**Signal wires on met4**

The bar under the picture is 50 um long.
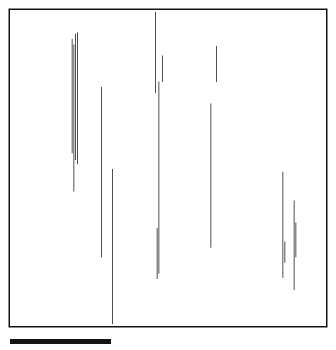
**Placed cells, one colour a class**

The bar under the picture is 50 um long. Fill, decap, tap and diode cells in grey.
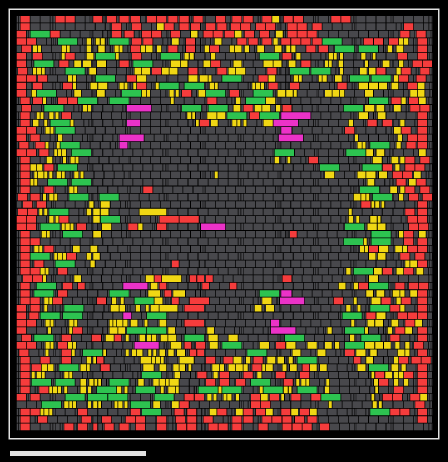
**Selected gate families**

The bar under the picture is 50 um long.
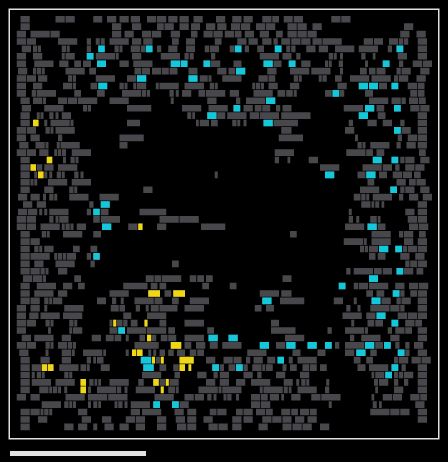
==> config.mk <==
export PLATFORM = sky130hd
export DESIGN_NAME = muldiv_sched
export DESIGN_NICKNAME = d
export VERILOG_FILES = /design/src/rtl/muldiv_pkg.sv /design/src/rtl/muldiv_reuse_cache.sv /design/src/rtl/muldiv_sched.sv
export SDC_FILE = /design/constraint.sdc
export NUM_CORES = 1
export LEC_CHECK = 0
export CORE_MARGIN = 2
export CORE_UTILIZATION = 25
export CTS_BUF_LIST = sky130_fd_sc_hd__clkbuf_8 sky130_fd_sc_hd__clkbuf_16
export CTS_CLUSTER_SIZE = 8
export DETAILED_ROUTE_END_ITERATION = 16
export MAX_ROUTING_LAYER = met4
export PLACE_DENSITY = 0.62
export REMOVE_ABC_BUFFERS = 1
export SYNTH_ARGS = -nofsm -noshare
export SYNTH_HDL_FRONTEND = slang
export SYNTH_SLANG_ARGS = --single-unit
==> constraint.sdc <==
create_clock -name clk -period 3 [get_ports clk]
set_clock_uncertainty 0.05 [all_clocks]
set_input_delay 0.3 -clock clk [delete_from_list [all_inputs] [get_ports clk]]
set_output_delay 0.3 -clock clk [all_outputs]
set_load 0.02 [all_outputs]
==> notes.md <==
The run finished with clean final reports. The clock passes through at most 2 buffers. The total power density per cell area is 376 nW/um^2, and the area growth from synthesis to layout is 67.5%. The die covers 24700 sq um.

The largest cell class by area was non-clock buffers. Dividing the detail-routed via count by the number of cells gives 5.06. Per the layout report, the design carries 2408 filler cells. The tools report the worst slack after detailed placement as 0.308 ns. The net switching fraction of the power is 0.284, and the worst-case register-to-register setup slack is 0.49 ns. The final timing report gives a worst setup slack of 0.495 ns. The run gives 0 for the hold violation total from the final report. The element type at the critical path start is a flip-flop. The stat command in Yosys gives a chip area of 5860 sq um.

The reported sequential group power was 1.53 mW; the number of DRC markers after the initial detailed-route iteration was 332. The H-tree was split into 3 levels. The logs give 399 MHz for the maximum clock frequency and 0 for the post-cts gate resize count. The number of standard cells reported by yosys is 738, and the number of flops mapped to enable cells by yosys is 0. The post-synthesis mux area share is 0.00171. The initial antenna violation count was 1; the share of post-route cells with drive strength above 1 was 0.0534. The design received a total of 319 well taps at floorplan. The script extracted a total leakage power of 3.44 nW. Routability-driven placement finished with a final weighted congestion of 0.845. Looking at the group totals, the largest power group turns out to be registers. The tools report the detailed-router iteration count before antenna repair as 7. The most common logic cells in the final layout are sky130_fd_sc_hd__clkdlybuf4s50_1 (371), sky130_fd_sc_hd__nand2_1 (137), sky130_fd_sc_hd__dfxtp_1 (107). The transition time recorded at the tightest slew-check pin is 0.946 ns. The run gives 0.252 as the starting density of the core. STA classifies the critical path endpoint as a flip-flop.

The tools report the number of sinks driven by the clock tree as 107. The report shows a maximum critical-path fanout of 40. With the fraction of the mapped netlist area in adder cells at 0, the total tool warning count is 25. In the synthesized netlist, the dominant kind of combinational cell is AND-OR/OR-AND gates. The critical path's largest stage delay came out at 0.54 ns.

The post-synthesis share of cell area spent on and-or and or-and gates was 0.333. Power attributed to the clock group is 1.30 mW. The run gives 107 for the flip-flop and latch count after synthesis.

TritonCTS built the clock tree. The share of synthesized cell area in and, or, nand and nor gates came out at 0.164. For the finished layout, the period the worst path requires is 2.51 ns. Averaged over all synthesized cells, the footprint is 7.94 sq um.

The first global-routing pass estimated 37900 um of wire. In the final routed layout, each cell accounts on average for 19.7 um. Path type of the worst min-delay path: primary input to flip-flop. Per report_power, the Combinational row totals 0.862 mW.

The sequential cell fraction of total power is 0.413. Among all flip-flop cells after synthesis, the most frequent one is sky130_fd_sc_hd__dfxtp_1. Among all stages on the critical path, the largest delay is contributed by sky130_fd_sc_hd__a2111oi_4.

The post-layout period usage of the worst path is 0.835. According to the cell report, the number of logic gates is 491. The tools report the sequential-to-total area share from yosys stat as 0.366. The post-synthesis async set-or-reset flop share was 0; the via count of the first global-routing pass was 6647. The distinct cell type count of the synthesized netlist is 39, and the inverter tally of the final layout excluding the clock network is 2. The run gives 2140 sq um for the flip-flop and latch area.

The largest net degree at the start of global routing was 46. The script parses the final routing iteration and logs DRC violations as 0. The antenna diode count is 1, and the HPWL after detailed placement is 18800 um. For the instance count of the mapped netlist, the log shows 738. The area taken by multi-input combinational cells is reported as 2980 sq um. For reference, the top cells by area after synthesis are sky130_fd_sc_hd__dfxtp_1 (37%), sky130_fd_sc_hd__nand2_1 (8.8%), sky130_fd_sc_hd__buf_4 (8.3%). After synthesis, the most frequently instantiated cells are sky130_fd_sc_hd__nand2_1 (137), sky130_fd_sc_hd__dfxtp_1 (107), sky130_fd_sc_hd__a21oi_1 (70), sky130_fd_sc_hd__buf_4 (65), sky130_fd_sc_hd__clkbuf_1 (58). The total I/O pin count was 373.

The layout has 10 clock buffers. The maximum VDD drop is 0.243 mV, and the global-route total usage across every layer is 0.208. The data arrival time reported for the critical path is 2.70 ns. The run gives 0.369 for the tightest slew margin relative to the limit. The fraction of area in clock buffers and inverters works out to 0.0324. The run gives 0.233 as the share of power burned in combinational logic. The tightest hold path in the finished design has a slack of 0.419 ns. The clock transition at the registers of the reported paths is 0.08 ns, and the area share of buffers outside the clock network is 0.404. The clock root buffer is sky130_fd_sc_hd__clkbuf_16. Looking at the setup timing report, the critical path kind is flip-flop to flip-flop. The net switching power was 1.05 mW; the remaining global-route overflow was 0. Area fraction in xor and xnor cells: 0.00150. sky130_fd_sc_hd__dfxtp_1 takes more of the synthesized area than any other cell. The run gives 9 as the clock buffer count from CTS. The number of max-capacitance violations reported was 0.

The internal portion of total power was 2.64 mW. The design has 107 sequential cells. The total negative slack is 0 ns, and the share of the synthesized area in the top cell type is 0.366. Counting plain and timing-repair buffers in the layout gives 396. With the number of cells traversed by the worst hold path at 3, the die outline width is 157 um. With the number of routed nets with antenna violations at 0, the required time of the worst setup path is 3.19 ns. The run gives 157 um for the overall die height.

Setup repair after global routing left no endpoint under its margin. The skew report gives the latency at the later pin of the worst-skew pair as 0.36 ns. The number of pins exceeding their max-slew limit in the final report is 0, and the total number of nets in the final design is 1211. The count of buffers added by post-CTS timing repair for setup was 0; the post-cts hold buffer count was 0. The end-of-flow timing check tallies setup violations at 0.

Walking the worst path, the cells encountered are nand2b_1 -> or3_1 -> a2111oi_4 -> buf_12 -> o2111ai_1 -> o311a_1. Clock network fraction of total power: 0.353. The number of warnings issued by yosys was 0; the count of cells along the worst register-to-register path was 6.

Summing every instance area after synthesis gives 5860 sq um. In this run the tool buffered the top-level ports with 372 buffer cells. Yosys instantiated no cell more often than sky130_fd_sc_hd__nand2_1.
-- 'signal wires on met4' (at the start) --
The layer holds 3.1% of the routed length. The layer carries 804 um of wire.
Vias: 6745
final WL: 26300 um

-- 'placed cells, one colour a class' (at the start) --
Key: green = registers [cells 107]; red = remaining buffers and delay cells [cells 396]; yellow = remaining logic cells [cells 493]; magenta = clock drivers and dummy loads [cells 16]
Core ar.: 23300 sq um
number of core rows: 56
utilization after layout: 0.422
sequential cell area share: 0.218

-- 'selected gate families' (at the start) --
Key: yellow = nor cells [cells 25, most used nor4_1]; cyan = non-inverting ao/oa cells [cells 69, most used a21o_1, where widely spread]
logic gate fraction of the total cell area: 0.304
count of placed standard cells in the final layout, fillers left out: 1332
most instantiated logic cell after routing: sky130_fd_sc_hd__clkdlybuf4s50_1

## critical path, delay by kind of cell (launching register included)
kind / cells / cell delay (ns)
and+or+nand+nor: 2 / 0.67
buffers and inverters: 1 / 0.26
DFF: 1 / 0.52
AOI/OAI and AO/OA: 3 / 0.85
## layer usage
layer  share of wire  GRT usage  routed length, um
met5               0          -                  0
met4           0.031     0.0870                804
met3           0.077     0.0421               2020
met2            0.49      0.357              12900
met1            0.40      0.237              10600
## metrics by stage
step,std cells,instance area (sq um),total power [mW],utilization
after CTS,1331,9810,3.74,0.422
final,1332,9810,3.69,0.422
after global placement,1315,9490,2.42,0.408
after floorplan,600,5080,1.85,-
after global routing,1332,9810,3.85,0.422
after detailed placement,1315,9490,2.42,0.408
Power and IR drop assume default switching activity.
